### Signal wires by layer

The bar under the picture is 20 um long.
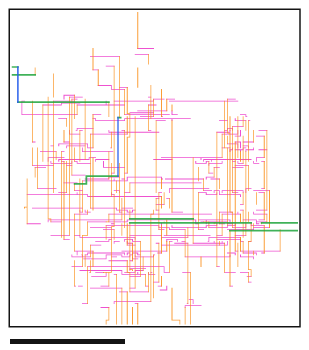
### Cells coloured by class

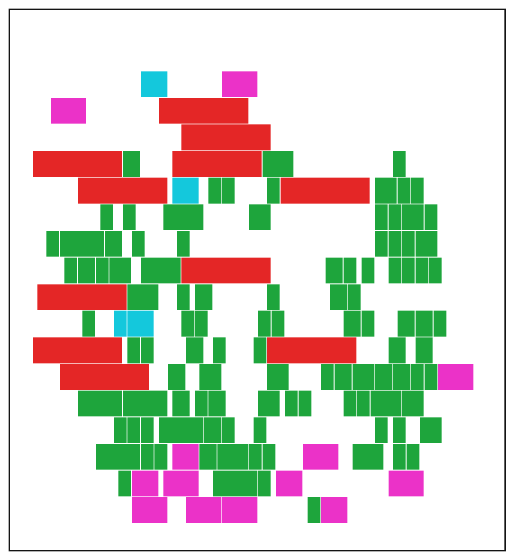
`config.mk`:
```
export PLATFORM = sky130hd
export DESIGN_NAME = rr_decode_arbiter
export DESIGN_NICKNAME = d
export VERILOG_FILES = /design/src/rtl/rr_decode_arbiter.sv
export SDC_FILE = /design/constraint.sdc
export NUM_CORES = 1
export LEC_CHECK = 0
export ABC_AREA = 1
export CAP_MARGIN = 20
export CORE_ASPECT_RATIO = 1.1
export CORE_MARGIN = 2
export CORE_UTILIZATION = 35
export CTS_CLUSTER_DIAMETER = 60
export DETAILED_ROUTE_END_ITERATION = 16
export PLACE_DENSITY = 0.59
export SYNTH_ARGS = -nofsm -noshare
export SYNTH_HDL_FRONTEND = slang
export SYNTH_SLANG_ARGS = --single-unit
export TNS_END_PERCENT = 20
```
`constraint.sdc`:
```
create_clock -name clk -period 2.3 [get_ports clk]
set_clock_uncertainty 0.15 [all_clocks]
set_input_delay 0.345 -clock clk [delete_from_list [all_inputs] [get_ports clk]]
set_output_delay 0.345 -clock clk [all_outputs]
set_load 0.05 [all_outputs]
```
`src/rtl/rr_decode_arbiter.sv`:
```
// rr_decode_arbiter
//   Round-robin arbiter for four requesters. It drives the select and enable
//   inputs of a 2-to-4 decoder. Each change of owner passes through one
//   turnaround (GAP) cycle. While another requester waits, an owner keeps the
//   grant for at most MAX_HOLD consecutive cycles.
//
// Ports
//   clk        rising-edge clock
//   rst_n      asynchronous active-low reset
//   req[3:0]   request lines, one per requester
//   grant_idx  current or most recent owner (decoder select), registered
//   grant_en   grant valid (decoder enable), registered
//   grant[3:0] one-hot grant decoded from grant_idx/grant_en
//   busy       FSM not IDLE, registered
module rr_decode_arbiter #(
    parameter int MAX_HOLD = 8
) (
    input  logic       clk,
    input  logic       rst_n,
    input  logic [3:0] req,
    output logic [1:0] grant_idx,
    output logic       grant_en,
    output logic [3:0] grant,
    output logic       busy
);

    localparam int HW = (MAX_HOLD > 2) ? $clog2(MAX_HOLD) : 1;
    localparam logic [HW-1:0] HOLD_LAST = HW'(MAX_HOLD - 1);

    localparam logic [1:0] S_IDLE  = 2'd0;
    localparam logic [1:0] S_GRANT = 2'd1;
    localparam logic [1:0] S_GAP   = 2'd2;

    logic [1:0]    state_q, state_d;
    logic [1:0]    grant_idx_q, grant_idx_d;
    logic          grant_en_q, grant_en_d;
    logic [1:0]    ptr_q, ptr_d;
    logic [HW-1:0] hold_cnt_q, hold_cnt_d;
    logic          busy_q, busy_d;

    logic [1:0] winner;
    logic       any_req;
    logic       other_req;

    // First requester found when searching from ptr upward, modulo 4.
    // The loop runs from the farthest offset down, so the nearest hit wins.
    always_comb begin
        logic [1:0] cand;
        winner = ptr_q;
        for (int k = 3; k >= 0; k--) begin
            cand = ptr_q + 2'(k);
            if (req[cand]) winner = cand;
        end
    end

    assign any_req   = |req;
    assign other_req = |(req & ~(4'b0001 << grant_idx_q));

    always_comb begin
        state_d     = state_q;
        grant_idx_d = grant_idx_q;
        grant_en_d  = grant_en_q;
        ptr_d       = ptr_q;
        hold_cnt_d  = hold_cnt_q;
        unique case (state_q)
            S_IDLE, S_GAP: begin
                // Arbitration point. Requests are only evaluated here.
                if (any_req) begin
                    state_d     = S_GRANT;
                    grant_idx_d = winner;
                    grant_en_d  = 1'b1;
                    hold_cnt_d  = '0;
                end else begin
                    state_d    = S_IDLE;
                    grant_en_d = 1'b0;
                end
            end
            S_GRANT: begin
                if (!req[grant_idx_q] || (hold_cnt_q == HOLD_LAST && other_req)) begin
                    // grant_idx keeps the old owner through the GAP cycle.
                    state_d    = S_GAP;
                    grant_en_d = 1'b0;
                    ptr_d      = grant_idx_q + 2'd1;
                end else if (hold_cnt_q != HOLD_LAST) begin
                    hold_cnt_d = hold_cnt_q + 1'b1;
                end
            end
            default: begin
                state_d    = S_IDLE;
                grant_en_d = 1'b0;
            end
        endcase
        busy_d = (state_d != S_IDLE);
    end

    always_ff @(posedge clk or negedge rst_n) begin
        if (!rst_n) begin
            state_q     <= S_IDLE;
            grant_idx_q <= 2'd0;
            grant_en_q  <= 1'b0;
            ptr_q       <= 2'd0;
            hold_cnt_q  <= '0;
            busy_q      <= 1'b0;
        end else begin
            state_q     <= state_d;
            grant_idx_q <= grant_idx_d;
            grant_en_q  <= grant_en_d;
            ptr_q       <= ptr_d;
            hold_cnt_q  <= hold_cnt_d;
            busy_q      <= busy_d;
        end
    end

    assign grant_idx = grant_idx_q;
    assign grant_en  = grant_en_q;
    assign busy      = busy_q;
    assign grant     = grant_en_q ? (4'b0001 << grant_idx_q) : 4'b0000;

endmodule

```
==> flow_summary.ini <==
; flow metrics
[outcome]
status = completed

[job]
warnings = 29
maxCapViolCount = 0

[clocking]
clk_path_buf_depth = 2
holdBufCountCts = 0
insertion_delay_ns = 0.27

[power_and_ir_drop]
combPwrFrac_pct = 67.0
p_comb_w = 0.00105
pwr-share-clk_pct = 8.3
p_sw_share_pct = 55.8
vdd.ir_drop.worst_uv = 838
power.total_w = 0.00157

[synth]
avgSynthCellArea_um2 = 7.00
ys_top_cells_by_count = nand2_1, inv_1, nand3_1
compound_area_share_pct = 9.16
synth.logic.top_family = simple AND/OR/NAND/NOR gates
synthXorXnorAreaFrac_pct = 0
synth_seq_share_pct = 33.0
synth_nets = 131
synth.cell_area_um2 = 833

[final_timing]
worst_pin_slew_ns = 0.494
hold_viol_final = 0
slew_headroom_pct = 67.0

[global_route]
grtUsageMet3_pct = 2.69
grt_util_met2_pct = 28.1
grt_pass1_wl_mm = 3.12
grt_pass1_vias = 715
grtUsageMet1_pct = 18.4

[die]
chipWidth_um = 50.5
dieArea_um2 = 2790
die_h_um = 55.2
pin_count = 14

[cells_and_area]
final_cell_mix = nand2_1, inv_1, nand3_1
logic_area_um2 = 467
top_register = hold_cnt_q
area_share_nonclk_buffers_pct = 11.9
buffers_excl_clock = 13
logic_gate_count = 87
clock_area_share_pct = 2.61
inv_count = 20

[critical_path]
worstPathRequired_ns = 1.80
start_kind = register
critPathTopFamily = buffers and inverters
end_kind = output port
crit_type = register to output port
crit_chain = clkdlybuf4s50_1

[routing]
wl_met2_um = 939
dr.pass1.iters = 4
routed.top_layer = met4

[placement]
dp_slack_ns = 0.393
Notes on 'Signal wires by layer' above:
legend:
  M3:
    colour: green
    wire_length: 80.0 um
  M2:
    colour: orange
    wire_length: 940 um
  M1:
    colour: magenta
    wire_length: 794 um
  M4:
    colour: blue
    wire_length: 16.3 um
Total Routing Usage GR: 15.3%
Avg WL per Cell: 11.1 um

Notes on 'Cells coloured by class' above:
legend:
  clock drivers and dummy loads:
    colour: cyan
    cells: 4
    share_of_their_area: 2.7%
  remaining logic cells:
    colour: green
    cells: 107
    share_of_their_area: 56%
  registers:
    colour: red
    cells: 11
    share_of_their_area: 28%
  remaining buffers and delay cells:
    colour: magenta
    cells: 13
    share_of_their_area: 12%
fraction of area in registers: 27.4%
Final Util: 44.7%
final instance area: 1010 um2
Core ar.: 2250 um2

[worst paths after layout]
path | startpoint | to | slack (ns) | depth (start not counted)
worst max-delay path | grant_idx[0]$_DFFE_PN0P_ | grant_idx[0] | 0.22 | 1
worst max register to register | grant_idx[1]$_DFFE_PN0P_ | ptr_q[0]$_DFFE_PN0P_ | 0.61 | 8
max in group asynchronous | rst_n | grant_idx[1]$_DFFE_PN0P_ | 1.41 | 1
worst min register to register | hold_cnt_q[2]$_DFFE_PN0P_ | hold_cnt_q[2]$_DFFE_PN0P_ | 0.35 | 2
worst min-delay path | rst_n | hold_cnt_q[1]$_DFFE_PN0P_ | 0.25 | 1
min in group clk | hold_cnt_q[2]$_DFFE_PN0P_ | hold_cnt_q[2]$_DFFE_PN0P_ | 0.35 | 2
Power and IR drop assume default switching activity.
